===== src/rtl/qea_host_seq.sv =====
// Host-side sequencer for the quantum emulation accelerator (QEA).
// It accepts a job command and loads the gate context stream into the context
// RAM. It then initialises the state vector to |0>, starts the QEA and times
// the run. When the run ends it streams the final state vector out.
module qea_host_seq #(
  parameter int PE_NUM_WIDTH            = 2,
  parameter int PE_NUM                  = 4,
  parameter int DATA_WIDTH              = 32,
  parameter int STATE_DATA_WIDTH        = 64,
  parameter int STATE_ADDR_WIDTH        = 16,
  parameter int GATE_CONTEXT_DATA_WIDTH = 64,
  parameter int GATE_CONTEXT_ADDR_WIDTH = 16,
  parameter int MAX_QBIT_WIDTH          = 6,
  parameter int NUM_FRAC_BIT            = 30
) (
  input  logic                                 clk,
  input  logic                                 rst_n,
  input  logic                                 i_cmd_valid,
  output logic                                 o_cmd_ready,
  input  logic [MAX_QBIT_WIDTH-1:0]            i_cmd_qbit_num,
  input  logic [GATE_CONTEXT_ADDR_WIDTH-1:0]   i_cmd_ins_num,
  input  logic                                 s_ctx_valid,
  output logic                                 s_ctx_ready,
  input  logic [GATE_CONTEXT_DATA_WIDTH-1:0]   s_ctx_data,
  output logic                                 o_qea_start,
  output logic [MAX_QBIT_WIDTH-1:0]            o_qea_qbit_num,
  output logic                                 o_ctx_en,
  output logic                                 o_ctx_wea,
  output logic [GATE_CONTEXT_ADDR_WIDTH-1:0]   o_ctx_addr,
  output logic [GATE_CONTEXT_DATA_WIDTH-1:0]   o_ctx_data,
  output logic                                 o_state_ena,
  output logic                                 o_state_wea,
  output logic [STATE_ADDR_WIDTH-1:0]          o_state_addra,
  output logic [PE_NUM*STATE_DATA_WIDTH-1:0]   o_state_dina,
  input  logic                                 i_qea_complete,
  input  logic [PE_NUM*STATE_DATA_WIDTH-1:0]   i_qea_state_dout,
  output logic                                 m_state_valid,
  input  logic                                 m_state_ready,
  output logic [PE_NUM*STATE_DATA_WIDTH-1:0]   m_state_data,
  output logic                                 m_state_last,
  output logic                                 o_busy,
  output logic                                 o_err,
  output logic [31:0]                          o_exec_cycles
);

  localparam int LANE_W = PE_NUM * STATE_DATA_WIDTH;

  // The smallest job gives each PE two amplitudes. The largest job fills the state RAM.
  localparam logic [MAX_QBIT_WIDTH-1:0] QBIT_MIN = MAX_QBIT_WIDTH'(PE_NUM_WIDTH + 1);
  localparam logic [MAX_QBIT_WIDTH-1:0] QBIT_MAX = MAX_QBIT_WIDTH'(STATE_ADDR_WIDTH + PE_NUM_WIDTH);

  // Amplitude 1.0 of |0> sits in the real part of the top lane of word 0.
  localparam logic [DATA_WIDTH-1:0] FP_ONE    = DATA_WIDTH'(1) << NUM_FRAC_BIT;
  localparam logic [LANE_W-1:0]     INIT_WORD = {FP_ONE, {(LANE_W-DATA_WIDTH){1'b0}}};

  typedef enum logic [2:0] {IDLE, LOAD_CTX, INIT_STATE, START, RUN, READ} state_t;

  state_t                              state, state_next;
  logic [MAX_QBIT_WIDTH-1:0]           qbit_q;
  logic [MAX_QBIT_WIDTH-1:0]           addr_bits;
  logic [GATE_CONTEXT_ADDR_WIDTH-1:0]  ins_last_q;
  logic [GATE_CONTEXT_ADDR_WIDTH-1:0]  ctx_addr_q;
  logic [STATE_ADDR_WIDTH-1:0]         init_addr_q;
  logic [STATE_ADDR_WIDTH-1:0]         rd_addr_q;
  logic [STATE_ADDR_WIDTH-1:0]         n_last;
  logic                                err_q;
  logic [31:0]                         exec_q;
  logic [1:0]                          run_cnt_q;
  logic                                rd_pending_q;
  logic                                rd_last_q;
  logic                                rd_done_q;
  logic                                out_valid_q;
  logic                                out_last_q;
  logic [LANE_W-1:0]                   out_data_q;
  logic                                cmd_good;
  logic                                ctx_fire;
  logic                                rd_issue;
  logic                                out_fire;

  assign cmd_good = (i_cmd_qbit_num >= QBIT_MIN) && (i_cmd_qbit_num <= QBIT_MAX) &&
                    (i_cmd_ins_num != '0);

  // The state vector is 2^(qbit-PE_NUM_WIDTH) words deep. n_last is its last address.
  assign addr_bits = qbit_q - MAX_QBIT_WIDTH'(PE_NUM_WIDTH);
  assign n_last    = ~({STATE_ADDR_WIDTH{1'b1}} << addr_bits);

  assign o_qea_qbit_num = qbit_q;
  assign o_busy         = (state != IDLE);
  assign o_err          = err_q;
  assign o_exec_cycles  = exec_q;
  assign m_state_valid  = out_valid_q;
  assign m_state_last   = out_last_q;
  assign m_state_data   = out_data_q;

  // State register.
  always_ff @(posedge clk) begin
    if (!rst_n) state <= IDLE;
    else        state <= state_next;
  end

  // Next-state and RAM/stream strobes. A cycle with reset asserted issues no RAM access.
  always_comb begin
    state_next    = state;
    o_cmd_ready   = 1'b0;
    s_ctx_ready   = 1'b0;
    o_ctx_en      = 1'b0;
    o_ctx_wea     = 1'b0;
    o_ctx_addr    = '0;
    o_ctx_data    = '0;
    o_qea_start   = 1'b0;
    o_state_ena   = 1'b0;
    o_state_wea   = 1'b0;
    o_state_addra = '0;
    o_state_dina  = '0;
    ctx_fire      = 1'b0;
    rd_issue      = 1'b0;
    out_fire      = 1'b0;
    case (state)
      IDLE: begin
        o_cmd_ready = 1'b1;
        if (i_cmd_valid && cmd_good) state_next = LOAD_CTX;
      end
      LOAD_CTX: begin
        s_ctx_ready = 1'b1;
        ctx_fire    = s_ctx_valid;
        if (ctx_fire) begin
          o_ctx_en   = 1'b1;
          o_ctx_wea  = 1'b1;
          o_ctx_addr = ctx_addr_q;
          o_ctx_data = s_ctx_data;
          if (ctx_addr_q == ins_last_q) state_next = INIT_STATE;
        end
      end
      INIT_STATE: begin
        o_state_ena   = 1'b1;
        o_state_wea   = 1'b1;
        o_state_addra = init_addr_q;
        o_state_dina  = (init_addr_q == '0) ? INIT_WORD : '0;
        if (init_addr_q == n_last) state_next = START;
      end
      START: begin
        o_qea_start = 1'b1;
        state_next  = RUN;
      end
      RUN: begin
        if ((run_cnt_q == 2'd2) && i_qea_complete) state_next = READ;
      end
      READ: begin
        out_fire = out_valid_q && m_state_ready;
        rd_issue = !out_valid_q && !rd_pending_q && !rd_done_q;
        if (rd_issue) begin
          o_state_ena   = 1'b1;
          o_state_addra = rd_addr_q;
        end
        if (out_fire && out_last_q) state_next = IDLE;
      end
      default: state_next = IDLE;
    endcase
    if (!rst_n) begin
      state_next    = IDLE;
      s_ctx_ready   = 1'b0;
      o_ctx_en      = 1'b0;
      o_ctx_wea     = 1'b0;
      o_ctx_addr    = '0;
      o_ctx_data    = '0;
      o_qea_start   = 1'b0;
      o_state_ena   = 1'b0;
      o_state_wea   = 1'b0;
      o_state_addra = '0;
      o_state_dina  = '0;
      ctx_fire      = 1'b0;
      rd_issue      = 1'b0;
      out_fire      = 1'b0;
    end
  end

  // Job datapath: command latch, address counters, run timer and the one-deep read pipeline.
  always_ff @(posedge clk) begin
    if (!rst_n) begin
      qbit_q       <= '0;
      ins_last_q   <= '0;
      ctx_addr_q   <= '0;
      init_addr_q  <= '0;
      rd_addr_q    <= '0;
      err_q        <= 1'b0;
      exec_q       <= '0;
      run_cnt_q    <= '0;
      rd_pending_q <= 1'b0;
      rd_last_q    <= 1'b0;
      rd_done_q    <= 1'b0;
      out_valid_q  <= 1'b0;
      out_last_q   <= 1'b0;
      out_data_q   <= '0;
    end else begin
      case (state)
        IDLE: begin
          if (i_cmd_valid) begin
            if (cmd_good) begin
              qbit_q       <= i_cmd_qbit_num;
              ins_last_q   <= i_cmd_ins_num - GATE_CONTEXT_ADDR_WIDTH'(1);
              err_q        <= 1'b0;
              ctx_addr_q   <= '0;
              init_addr_q  <= '0;
              rd_addr_q    <= '0;
              rd_pending_q <= 1'b0;
              rd_last_q    <= 1'b0;
              rd_done_q    <= 1'b0;
              out_valid_q  <= 1'b0;
              out_last_q   <= 1'b0;
            end else begin
              err_q <= 1'b1;
            end
          end
        end
        LOAD_CTX: begin
          if (ctx_fire) ctx_addr_q <= ctx_addr_q + GATE_CONTEXT_ADDR_WIDTH'(1);
        end
        INIT_STATE: begin
          init_addr_q <= init_addr_q + STATE_ADDR_WIDTH'(1);
        end
        START: begin
          exec_q    <= 32'd1;
          run_cnt_q <= 2'd0;
        end
        RUN: begin
          if (exec_q != 32'hFFFF_FFFF) exec_q <= exec_q + 32'd1;
          if (run_cnt_q != 2'd2) run_cnt_q <= run_cnt_q + 2'd1;
        end
        READ: begin
          if (rd_issue) begin
            rd_pending_q <= 1'b1;
            rd_addr_q    <= rd_addr_q + STATE_ADDR_WIDTH'(1);
            rd_last_q    <= (rd_addr_q == n_last);
            if (rd_addr_q == n_last) rd_done_q <= 1'b1;
          end
          if (rd_pending_q) begin
            out_valid_q  <= 1'b1;
            out_data_q   <= i_qea_state_dout;
            out_last_q   <= rd_last_q;
            rd_pending_q <= 1'b0;
          end
          if (out_fire) begin
            out_valid_q <= 1'b0;
            out_last_q  <= 1'b0;
          end
        end
        default: ;
      endcase
    end
  end

endmodule


===== config.mk =====
export PLATFORM = sky130hd
export DESIGN_NAME = qea_host_seq
export DESIGN_NICKNAME = d
export VERILOG_FILES = /design/src/rtl/qea_host_seq.sv
export SDC_FILE = /design/constraint.sdc
export NUM_CORES = 1
export LEC_CHECK = 0
export ABC_AREA = 1
export CELL_PAD_IN_SITES_DETAIL_PLACEMENT = 0
export CELL_PAD_IN_SITES_GLOBAL_PLACEMENT = 1
export CORE_AREA = 2 2 391 393
export DETAILED_ROUTE_END_ITERATION = 16
export DIE_AREA = 0 0 393 395
export PLACE_DENSITY_LB_ADDON = 0.1
export RECOVER_POWER = 100
export REMOVE_ABC_BUFFERS = 1
export SLEW_MARGIN = 10
export SYNTH_ARGS = -nofsm -noshare
export SYNTH_HDL_FRONTEND = slang
export SYNTH_SLANG_ARGS = --single-unit

===== constraint.sdc =====
create_clock -name clk -period 3.85 [get_ports clk]
set_clock_uncertainty 0.15 [all_clocks]
set_input_delay 0.9625 -clock clk [delete_from_list [all_inputs] [get_ports clk]]
set_output_delay 0.9625 -clock clk [all_outputs]
set_load 0.05 [all_outputs]

Fig. 1: run 1, metal layers overlaid
The bar under the picture is 100 µm long.
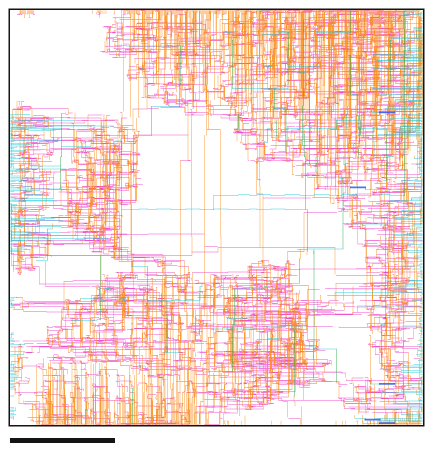
| layer | color | wire length |
|---|---|---|
| M1 | magenta | 44.2 mm |
| M4 | green | 2320 µm |
| M3 | cyan | 7120 µm |
| M2 | orange | 57.2 mm |
| M5 | blue | 69.0 µm |

Fig. 2: run 1, cells colored by class
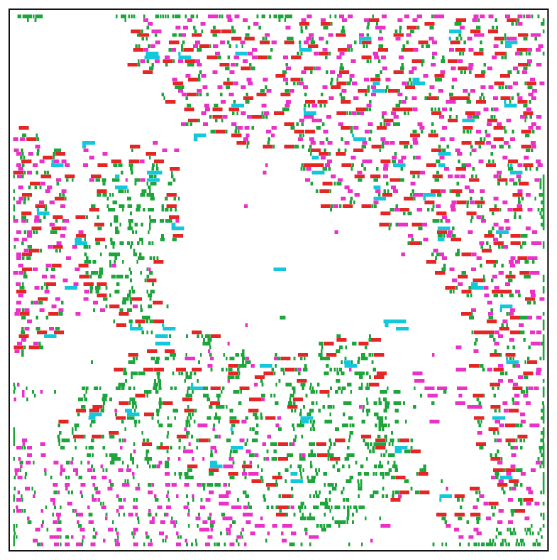
| class | color | cells | share of their area |
|---|---|---|---|
| registers | red | 369 | 28% |
| remaining logic cells | green | 2185 | 37% |
| clock drivers and dummy loads | cyan | 98 | 6.7% |
| remaining buffers and delay cells | magenta | 793 | 28% |

==> impl_metrics.toml, run 1 <==
# synthesis and place-and-route metrics
[cts]
postCtsSetupBuffers = 0
ctsResizeCount = 1
cts_sinks = 369
numCtsBuffers = 54
clk_pin_slew_worst_paths_ps = 60
clock_path_buffers = 3
cts_tree = "built"
root_buffer = "clkbuf_16"
insertion_delay_ps = 670
cts_hold_buf = 0

[route]
finalWirelength_um = 111000
top_layer_used = "met5"
drt_iter0_drc = 894
wl_met1_um = 44200
viasPerCell = 3.63
route.vias.total = 19878
wl_met3_um = 7120
antenna_left = 0
routedWlPerCell_um = 20.2
met2WireLength_um = 57200

[pwr]
p_seq_w = 0.00398
p_per_area_mw_per_mm2 = 407
powerClk_w = 0.00514
p_int_w = 0.00763
power_w = 0.0119
ir_worst_vdd_v = 0.000378
pg_comb_w = 0.00282
power-top-group = "clock"
power_switching_w = 0.00431
power_frac_seq = 0.333
swShare = 0.361
leakage_nw = 11.6

[finish]
lay_top_count = "nand2_1"
dominant-cell-class = "combinational gates"
layout_top_cells = "nand2_1 (522), dfxtp_1 (368), a21oi_1 (351)"
final-nonclk-buf-share = 0.259
logic_gates = 1979
seqCellArea_mm2 = 0.00739
largest_reg_flops = 256
n_antenna_cell = 4
buffers_excl_clock = 793
comb_area_frac = 0.314
inverters = 206
clockNetworkAreaShare = 0.0613
seq_share = 0.252
fin_nets = 3759
seq_cells = 369
nClkBuffers = 85
finish.instance_area_mm2 = 0.0293
instances_no_fill = 5479

[synth]
synthXorXnorAreaFrac = 0.0234
post-synth-top-count-cell = "nand2_1"
avgSynthCellArea_um2 = 7.01
synthAoiAreaFrac = 0.118
yosysWarnings = 0
ys_sh_simple = 0.286
mux_area_frac = 0
ys.flops = 369
synthTopCellsByCount = "nand2_1 (521), dfxtp_1 (369), a21oi_1 (350), nand3_1 (336), buf_4 (258)"
synth-edff-count = 0
synth_adder_area_share = 0.00526
netlist_instances = 2714
synthFlopType = "dfxtp_1"
async_flop_share = 0
yosysTopAreaCellShare = 0.388
synth.area.top_cells = "dfxtp_1 (39%), nand2_1 (10%), buf_4 (10%), a21oi_1 (9.2%), nand3_1 (8.8%)"
synth_area_mm2 = 0.0190
yosys-stat-area_mm2 = 0.0190

[sta]
fmax_mhz = 273
setup_viol = 0
setup_ws_ps = 191
rsz0062_at_grt = "no"
slew_headroom = 0.0834
drv_slew = 0
tightestPinTransition_ps = 1370
timing.setup.tns_ps = 0
hold_viol_final = 0
period_needed_ps = 3660

[run]
warning_count = 34
maxCapViolCount = 0

[placed_design]
routabilityCongestion = 0.796
postPlaceCellArea_mm2 = 0.0289
dp_hpwl_um = 84700
portBuffers = 749
pre_cts_slack_ps = 98.7

[grt]
grt_max_degree = 144
grt_busiest_layer = "met2"
antenna_found_initial = 30
grt_pass1_vias = 19691
track_usage = 0.136
grtUsageMet3 = 0.0346

[min_path]
holdCritPathClass = "reg -> reg"
hold-path-endpoint = "m_state_last$_SDFFE_PN0P_"
min_from = "rd_last_q$_SDFFE_PN0P_"

[setup_path]
required_ps = 2740
ff2ff_setup_slack_ps = 390
r2r-start = "o_exec_cycles[1]$_SDFFE_PN0P_"
r2r-end = "o_exec_cycles[29]$_SDFFE_PN0P_"
worst-setup-path-type = "reg -> out"
crit_family = "simple AND/OR/NAND/NOR gates"
crit_path_end = "o_state_dina[254]"
path_max_fanout = 5
startpoint_type = "register"
crit_slowest_cell = "dfxtp_1"
path_cells = "inv_1 > ha_1 > nand4_1 > nor4_2 > nand3_1 > nor2_1 > clkbuf_2"
worst-path-stages = 7
rr_worst_depth = 13

[floorplanning]
taps = 2030
num_rows = 143
initial_core_util = 0.126
die_w_um = 393
dieArea_mm2 = 0.155
coreArea_mm2 = 0.151
ioPinCount = 1005

[outcome]
outcome = "finished clean"
Fig. 3: run 1, wire density map
The bar under the picture is 100 µm long. 39 x 40 tiles, from dark blue (low) to red (high), scaled to the fullest tile. Values are wire area over tile area, all layers added.
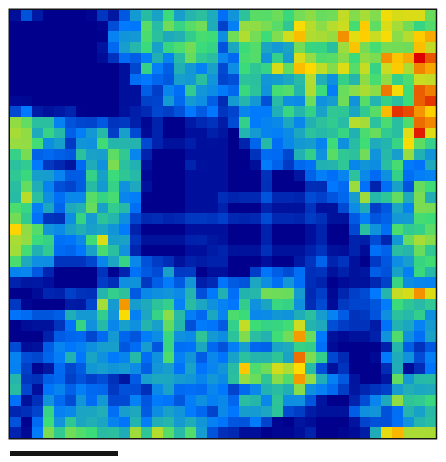
tiles over half the peak: 16%
nearly empty tiles: 14%
fullest tile: 0.41

## Run 2: what changed since run 1
CORE_AREA = 5 5 383 385   (was 2 2 391 393)
DIE_AREA = 0 0 388 390   (was 0 0 393 395)
SKIP_CTS_REPAIR_TIMING = 1   (was unset)
Fig. 4: run 2, metal layers overlaid
The bar under the picture is 100 µm long.
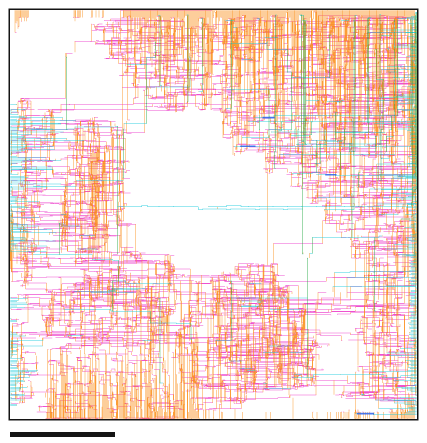
| layer | color | wire length |
|---|---|---|
| M2 | orange | 57.4 mm |
| M4 | green | 3880 µm |
| M3 | cyan | 7860 µm |
| M5 | blue | 46.9 µm |
| M1 | magenta | 43.5 mm |

Fig. 5: run 2, register map, names as in the netlist
The bar under the picture is 100 µm long. Other sequential cells in the stronger gray, the rest of the logic in the fainter gray.
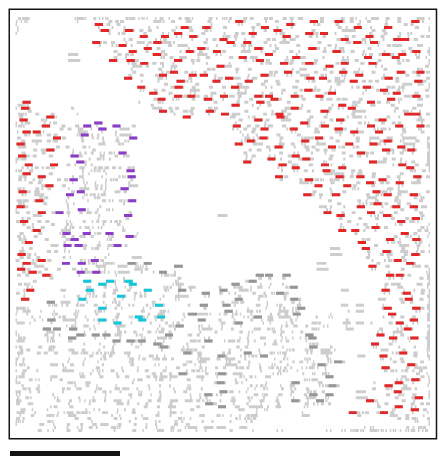
| netlist name | color | placed flops |
|---|---|---|
| `m_state_data` | red | 256 |
| `o_exec_cycles` | purple | 32 |
| `ctx_addr_q` | cyan | 16 |
not colored: 65

Fig. 6: run 2, wire density map
The bar under the picture is 100 µm long. 39 x 39 tiles, from dark blue (low) to red (high), scaled to the fullest tile. Values are wire area over tile area, all layers added.
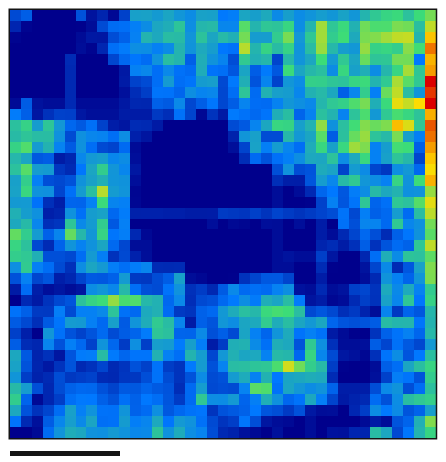
mean over tiles: 0.12
tiles over half the peak: 6.2%
densest ninth of the die: upper right
emptiest ninth of the die: center
fullest tile: 0.52

==> run 2 against run 1 <==
Register-to-register slack improved by 80 ps. Utilization increased by 1.3 points. Sequential share of layout area decreased by 0.23 points. Largest power group unchanged. Largest cell class unchanged. Sequential cell count unchanged. Total power increased by 3.8%. Critical path depth unchanged.
==> impl_metrics.toml, run 2 <==
# synthesis and place-and-route metrics
[outcome]
outcome = "finished clean"

[grt]
grt_overflow = 0
grt_pass1_vias = 19526
grt_max_degree = 165
grtUsageMet3 = 0.0389
antenna_found_initial = 34
grt_busiest_layer = "met2"
track_usage = 0.139
grt.met2_usage = 0.249

[synth]
ys.flops = 369
synth-edff-count = 0
avgSynthCellArea_um2 = 7.01
synth_area_mm2 = 0.0190
synth_adder_area_share = 0.00526
yosys-stat-area_mm2 = 0.0190
synthXorXnorAreaFrac = 0.0234
netlist_instances = 2714
ys_sh_simple = 0.286
post-synth-top-count-cell = "nand2_1"
synthFlopType = "dfxtp_1"
async_flop_share = 0
mux_area_frac = 0
yosysWarnings = 0
synthTopCellsByCount = "nand2_1 (521), dfxtp_1 (369), a21oi_1 (350), nand3_1 (336), buf_4 (258)"
synth.area.top_cells = "dfxtp_1 (39%), nand2_1 (10%), buf_4 (10%), a21oi_1 (9.2%), nand3_1 (8.8%)"
synthAoiAreaFrac = 0.118
yosysTopAreaCellShare = 0.388

[sta]
tightestPinTransition_ps = 1040
fmax_mhz = 271
timing.setup.tns_ps = 0
drv_slew = 0
slew_headroom = 0.308
period_needed_ps = 3690
setup_ws_ps = 164
hold_viol_final = 0
timing.final.crit_share = 0.957
rsz0062_at_grt = "no"
setup_viol = 0

[floorplanning]
die_w_um = 388
coreArea_mm2 = 0.143
ioPinCount = 1005
num_rows = 139
taps = 1903
initial_core_util = 0.133

[finish]
seqCellArea_mm2 = 0.00739
comb_area_frac = 0.310
instances_no_fill = 5370
dominant-cell-class = "combinational gates"
layout_top_cells = "nand2_1 (525), dfxtp_1 (367), a21oi_1 (352)"
seq_cells = 369
finish.instance_area_mm2 = 0.0296
final-nonclk-buf-share = 0.264
largest_reg_flops = 256
fin_nets = 3766
lay_top_count = "nand2_1"
n_antenna_cell = 14
buffers_excl_clock = 799
nClkBuffers = 84
logic_gates = 1979
inverters = 206
clockNetworkAreaShare = 0.0675
seq_share = 0.250

[route]
met2WireLength_um = 57400
route.vias.total = 19897
wl_met3_um = 7860
top_layer_used = "met5"
drt_iter0_drc = 885
antenna_left = 0
first_pass_iters = 5
finalWirelength_um = 113000
wl_met1_um = 43500

[cts]
clock_path_buffers = 3
insertion_delay_ps = 650
numCtsBuffers = 55
root_buffer = "clkbuf_16"
cts_tree = "built"
clk_pin_slew_worst_paths_ps = 60
cts_sinks = 369

[pwr]
power-top-group = "clock"
powerClk_w = 0.00560
p_seq_w = 0.00398
swShare = 0.345
p_per_area_mw_per_mm2 = 419
power_w = 0.0124
power_switching_w = 0.00427
ir_worst_vdd_v = 0.000334
pg_comb_w = 0.00281
leakage_nw = 11.7
power_frac_seq = 0.321
p_int_w = 0.00811

[min_path]
holdCritPathClass = "reg -> reg"
hold-path-endpoint = "o_err$_SDFFE_PN0P_"
min_from = "o_err$_SDFFE_PN0P_"

[setup_path]
path_max_fanout = 62
required_ps = 2740
startpoint_type = "primary input"
rr_worst_depth = 9
r2r-start = "state[0]$_SDFFE_PN0P_"
ff2ff_setup_slack_ps = 470
path_cells = "clkdlybuf4s50_1 > inv_8 > nor2_1 > nand2_2 > buf_12 > nor2_1 > clkbuf_2"
worst-path-stages = 7
crit_path_end = "o_ctx_data[34]"
cp_num_buf_inv = 4
r2r-end = "m_state_data[249]$_SDFFE_PN0P_"
crit_slowest_cell = "clkdlybuf4s50_1"

[run]
maxCapViolCount = 0
warning_count = 36

[placed_design]
postPlaceCellArea_mm2 = 0.0288
dp_hpwl_um = 86800
routabilityCongestion = 0.769
pre_cts_slack_ps = 38.8
portBuffers = 749
No activity file was given, so power comes from the tool's default toggle rates.
